Routed metal, one colour a layer:
Scale: 2 px per um. Two of the layers only.
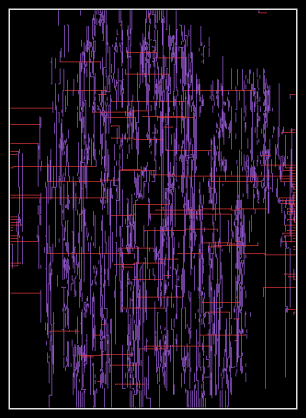
Zoomed window:
Region (56, 84) to (86, 114) um. Cells in grey, sequential cells in the stronger grey; small squares are vias.
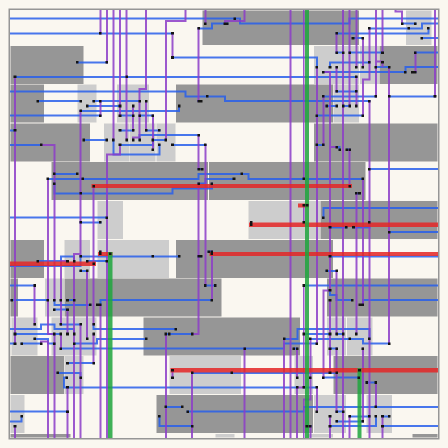
File: src/rtl/xbar_input_port.sv
// Crossbar ingress port: store-and-forward FIFO, arbiter request/grant
// handshake, and egress streaming of one packet per grant.
//
// Handshakes: a word moves on ingress when in_valid & in_ready are both high
// at a rising edge, and on egress when out_valid & out_ready are both high.
// A valid word is held stable until it moves. in_ready does not depend on
// in_valid, and out_valid does not depend on out_ready.
module xbar_input_port #(
  parameter int PORT_ID = 0,
  parameter int DEPTH   = 8,
  parameter int DW      = 32
) (
  input  logic          clk,
  input  logic          reset,
  input  logic [DW-1:0] in_data,
  input  logic          in_valid,
  input  logic          in_last,
  output logic          in_ready,
  output logic          req,
  output logic [DW-1:0] addr,
  output logic [2:0]    state,
  input  logic [11:0]   answer,
  output logic [DW-1:0] out_data,
  output logic          out_valid,
  output logic          out_last,
  input  logic          out_ready,
  output logic          err_oversize
);

  localparam int AW = $clog2(DEPTH);
  localparam int CW = AW + 1;

  // The state codes are also the values driven on the arbiter's State bus.
  typedef enum logic [2:0] {
    ST_IDLE = 3'b000,
    ST_REQ  = 3'b001,
    ST_XFER = 3'b010,
    ST_REL  = 3'b100
  } state_t;

  state_t        st, st_nxt;
  logic [DW:0]   mem [DEPTH];   // {last, data}
  logic [AW-1:0] wr_ptr, rd_ptr;
  logic [CW-1:0] count;         // words held
  logic [CW-1:0] pkt_cnt;       // complete packets held
  logic          drop;          // discarding the rest of an oversize packet
  logic          full, empty;
  logic [DW:0]   head;
  logic          in_xfer, push, pop;
  logic          head_last, push_last;
  logic          drop_pending;
  logic          grant;

  assign full      = (count == CW'(DEPTH));
  assign empty     = (count == '0);
  assign head      = mem[rd_ptr];
  assign head_last = head[DW];

  // A full FIFO with no complete packet can never drain: it is flushed on the
  // next edge and the remainder of that packet is swallowed.
  assign drop_pending = full & (pkt_cnt == '0) & ~pop;

  // in_ready is forced low while reset is held.
  assign in_ready  = reset & (drop | (~full & ~drop_pending));
  assign in_xfer   = in_valid & in_ready;
  assign push      = in_xfer & ~drop;
  assign push_last = push & in_last;
  assign pop       = out_valid & out_ready;

  // Grant: any valid Answer slice naming this input as its source.
  always_comb begin
    grant = 1'b0;
    for (int j = 0; j < 4; j++) begin
      if (answer[3*j+2] && (answer[3*j +: 2] == 2'(PORT_ID))) grant = 1'b1;
    end
  end

  // FIFO storage; contents need no reset since the pointers qualify them.
  always_ff @(posedge clk) begin
    if (push) mem[wr_ptr] <= {in_last, in_data};
  end

  // Pointers, occupancy, packet count, and oversize drop/flush control.
  always_ff @(posedge clk or negedge reset) begin
    if (!reset) begin
      wr_ptr       <= '0;
      rd_ptr       <= '0;
      count        <= '0;
      pkt_cnt      <= '0;
      drop         <= 1'b0;
      err_oversize <= 1'b0;
    end else if (drop_pending) begin
      wr_ptr       <= '0;
      rd_ptr       <= '0;
      count        <= '0;
      drop         <= 1'b1;
      err_oversize <= 1'b1;
    end else begin
      if (push) wr_ptr <= wr_ptr + AW'(1);
      if (pop)  rd_ptr <= rd_ptr + AW'(1);
      case ({push, pop})
        2'b10:   count <= count + CW'(1);
        2'b01:   count <= count - CW'(1);
        default: count <= count;
      endcase
      case ({push_last, pop & head_last})
        2'b10:   pkt_cnt <= pkt_cnt + CW'(1);
        2'b01:   pkt_cnt <= pkt_cnt - CW'(1);
        default: pkt_cnt <= pkt_cnt;
      endcase
      if (drop && in_xfer && in_last) drop <= 1'b0;
    end
  end

  // Port state register.
  always_ff @(posedge clk or negedge reset) begin
    if (!reset) st <= ST_IDLE;
    else        st <= st_nxt;
  end

  // Next state: a last-word push is looked at directly so that req rises in
  // the cycle right after the packet completes.
  always_comb begin
    st_nxt = st;
    case (st)
      ST_IDLE: if ((pkt_cnt != '0) || push_last) st_nxt = ST_REQ;
      ST_REQ:  if (grant)                        st_nxt = ST_XFER;
      ST_XFER: if (pop && head_last)             st_nxt = ST_REL;
      ST_REL:                                    st_nxt = ST_IDLE;
      default:                                   st_nxt = ST_IDLE;
    endcase
  end

  // Arbiter-facing and egress outputs decoded from state and FIFO head.
  always_comb begin
    state     = st;
    req       = (st == ST_REQ);
    addr      = req ? head[DW-1:0] : '0;
    out_valid = (st == ST_XFER) & ~empty;
    out_data  = out_valid ? head[DW-1:0] : '0;
    out_last  = out_valid & head_last;
  end

endmodule
File: config.mk
export PLATFORM = sky130hd
export DESIGN_NAME = xbar_input_port
export DESIGN_NICKNAME = d
export VERILOG_FILES = /design/src/rtl/xbar_input_port.sv
export SDC_FILE = /design/constraint.sdc
export NUM_CORES = 1
export LEC_CHECK = 0
export ABC_AREA = 1
export CAP_MARGIN = 30
export CORE_AREA = 3 3 140 196
export CTS_BUF_LIST = sky130_fd_sc_hd__clkbuf_8
export CTS_CLUSTER_SIZE = 16
export DETAILED_ROUTE_END_ITERATION = 16
export DIE_AREA = 0 0 143 199
export DONT_BUFFER_PORTS = 1
export RECOVER_POWER = 50
export SETUP_SLACK_MARGIN = 0.4
export SLEW_MARGIN = 5
export SYNTH_ARGS = -nofsm -noshare
export SYNTH_HDL_FRONTEND = slang
export SYNTH_SLANG_ARGS = --single-unit
File: constraint.sdc
create_clock -name clk -period 5.01 [get_ports clk]
set_input_delay 0.501 -clock clk [delete_from_list [all_inputs] [get_ports clk]]
set_output_delay 0.501 -clock clk [all_outputs]
set_load 0.005 [all_outputs]
==> results_slide.txt <==
Physical Implementation Snapshot

GRT
  • Vias in the first global route: roughly 7k
  • M1 GR Usage: approximately 22%
  • First-pass GRT wire length: around 39000 um
  • Met2 usage: between 30% and 40%
  • Initial antenna violation count: 0
  • Largest net degree at the start of global routing: around 95
  • Busiest grt layer: met2

Die
  • Total core area: roughly 26000 um2
  • Die X: 143 um
  • IO Pins: roughly 120
  • DIE AREA: around 28000 um2
  • Fp util: between 40% and 50%
  • Die H: around 200 um

Critical path
  • Crit path largest cell delay: ~0.97 ns
  • Maximum fanout along the worst path: 35
  • Delay-heaviest family, CP: simple AND/OR/NAND/NOR gates
  • Buf+Inv Stages, Crit Path: 2
  • Slowest CP cell: nor2_1
  • Critical Path Stages: 14
  • CP Launch Type: flop
  • R2R depth: 14
  • Worst-path cell chain: inv_1 -> nand2_1 -> nor2_1 -> nand2_1 -> nor2_1 -> inv_4 -> nor2_1 -> ha_1 -> xor2_1 -> ha_1 -> a21oi_1 -> xor2_1 -> nand2_1 -> o21ai_0
  • WP data arrival: roughly 4.4 ns

STA
  • Min Hold Slack: roughly 0.056 ns
  • RSZ-0062 raised after global routing: false
  • Final number of setup-violating endpoints: 0
  • Max Transition Viols Final: 65
  • Final Cycle Share: between 70% and 80%
  • Final min period: a little under 4 ns
  • Setup slack after layout: 1.04 ns
  • Fin Setup TNS: 0 ns
  • Relative slew slack: -10.9%
  • Maximum achievable frequency: 0.252 GHz

Power
  • Worst vdd ir: approximately 210 uV
  • Pwr dens: 531 nW/um2
  • Combinational cell power: 2020 uW
  • Switching share of power: between 30% and 40%
  • Cell Int Power: around 4200 uW
  • Power consumed by sequential cells: 2960 uW
  • Comb power frac: a little under a third
  • Pwr top: registers
  • Clk pwr: between 1500 and 2000 uW
  • Net Switching: 2430 uW
  • Lkg Pwr: around 0.0042 uW
  • Fraction of power consumed by the clock network: between 20% and 30%

Finish
  • Non-filler instance count after layout: ~1.3k
  • Utilization after layout: about half
  • Area Overhead vs Synth: 9.26%
  • Final nets: approximately 1000
  • Layout cells sized above 1: a little under a tenth

Logic synthesis
  • Synthesized Nets: 975
  • Syn Inst Count: ~920
  • Seq/Total Area, Yosys: about 73%
  • Post-Syn Area: around 12000 um2
  • Mean Syn Cell Area: between 10 and 15 um2
  • Yosys warns: 0
  • Distinct lib cells: 39

Clock tree
  • Postcts setup bufs: 0
  • Inserted Clock Buffers: approximately 40
  • TritonCTS clock tree: done
  • Clock Sinks: between 200 and 300
  • Worst-Skew Late Latency: approximately 0.53 ns
  • Clock Path Buffers: 3
  • Clock transition at path regs: roughly 0.070 ns

Routing
  • ANT nets after route: 0
  • WL met3: 1470 um
  • WL/cell: a little over 20 um
  • Pre-antenna DRT Iters: 4
  • DRT met1 WL: approximately 11000 um
  • Final Routed Wirelength: roughly 26000 um
  • Routed wl met2: 12900 um
  • Top Metal Used: met4

Placed design
  • Post-placement setup slack: around 1.7 ns
  • Inst Count DP: 1202
  • Routability Congestion: 0.770

Outcome
  • Status: finished, violations left
  • Failing checks: max-capacitance violations, max-slew violations

Job
  • Total of max-cap violations: 3
  • Tool Warnings: 27

Hold path
  • Hold Path Depth: 0
  • Hold Path Class: input port to flop
-- 'routed metal, one colour a layer' (at the start) --
metal 3 -> red  # wire length 1470 um
metal 2 -> purple  # wire length 12900 um

-- 'zoomed window' (at the start) --
metal 3 -> red
metal 4 -> green
metal 1 -> blue
metal 2 -> purple
netlist names of flops here include = mem (13)
most frequent = edfxtp_1 (13), o21ai_0 (8), nor2_1 (7)
sequential cells in the window = 13
cells with their middle in the window = 37

## cell usage after synthesis
cell type / number / area share [%]
nand3_2: 1 / 0.087
xnor2_1: 1 / 0.076
nand2_1: 40 / 1.3
o221ai_1: 32 / 2.4
nand3b_1: 1 / 0.065
clkbuf_1: 32 / 1.0
nor2_8: 1 / 0.17
nand2_2: 2 / 0.11
a211oi_1: 1 / 0.065
buf_6: 1 / 0.098
inv_2: 3 / 0.098
nand2_4: 2 / 0.20
buf_2: 15 / 0.65
nand4_1: 1 / 0.054
o211ai_2: 1 / 0.11
nand3_1: 9 / 0.39
edfxtp_1: 264 / 69
o21ai_2: 1 / 0.076
or2_2: 1 / 0.054
dfrtp_1: 19 / 4.1
nand4_2: 1 / 0.11
nor2_1: 222 / 7.2
buf_1: 2 / 0.065
xor2_1: 5 / 0.38
o21ai_1: 25 / 1.1
inv_1: 27 / 0.88
a31oi_1: 1 / 0.054
nor2_4: 2 / 0.20
o21ai_0: 152 / 6.6
inv_4: 1 / 0.054
nor2_2: 2 / 0.11
clkbuf_2: 1 / 0.043
ha_1: 7 / 0.76
buf_4: 4 / 0.26
a21oi_1: 4 / 0.17
nor3_1: 1 / 0.043
o22ai_1: 32 / 1.7
and3_1: 1 / 0.054
a22oi_1: 1 / 0.065
## final timing paths
path / slack [ns] / from / end
hold / removal: 0.06 / in_data[1] / mem[5][1]
setup / recovery: 1.04 / state[2] / pkt_cnt[2]
setup reg to reg: 1.04 / state[2] / pkt_cnt[2]
max in group asynchronous: 3.84 / reset / rd_ptr[0]
hold reg to reg: 0.50 / err_oversize / err_oversize
min in group asynchronous: 0.53 / reset / pkt_cnt[1]
## sequential cells by signal (all words and copies together), names as in the netlist
signal and cells:
wr_ptr 3, pkt_cnt 4, drop 1, state 3, rd_ptr 3, err_oversize 1
count 4, mem 264
## stage by stage
stage	cell area [um2]	power (uW)
2_1_floorplan	11500	4480
3_3_place_gp	11900	5030
3_5_place_dp	11900	5070
4_1_cts	12600	6780
5_1_grt	12600	7130
6_report	12600	6680
## cells in the final DEF, fill, tap and decap left out, types with 2 or more instances in the layout
cell,instances
a21oi_1,4
buf_12,2
buf_4,13
clkbuf_8,44
clkinv_1,9
clkinv_2,5
clkinvlp_4,2
dfrtp_1,16
dfrtp_2,2
edfxtp_1,264
ha_1,7
inv_1,42
nand2_1,42
nand2_2,2
nand3_1,9
nand4_1,2
nor2_1,219
nor2_4,7
o21ai_0,152
o21ai_1,25
o221ai_1,32
o22ai_1,32
xor2_1,5
## repair_timing
item | CTS | global route
endpoints found under the setup margin | 0 | 0
endpoints found under the hold margin | 19 | 0
resized | 0 | 0
hold buffers | 1 | 0
## cell families (layout without fill, tap and decap cells)
family	after synthesis	in the layout	synth area share, %
simple gates	287	287	10.2
compound gates	250	250	12.4
buf+inv	86	121	3.20
fa+ha+maj	7	7	0.761
xor+xnor	6	6	0.456
flops	283	283	73.0
## cell type report
class / instances / area (um2) / area share [%]
repair buffers: 16 / 148 / 1.17
flip-flops and latches: 283 / 8410 / 66.9
clock inverters: 30 / 151 / 1.20
well taps: 324 / 405 / 3.22
multi-input cells: 550 / 2740 / 21.8
inverters: 31 / 120 / 0.955
clock buffers: 44 / 606 / 4.81
Power figures rest on the tool's default switching activity, not on a simulated workload.
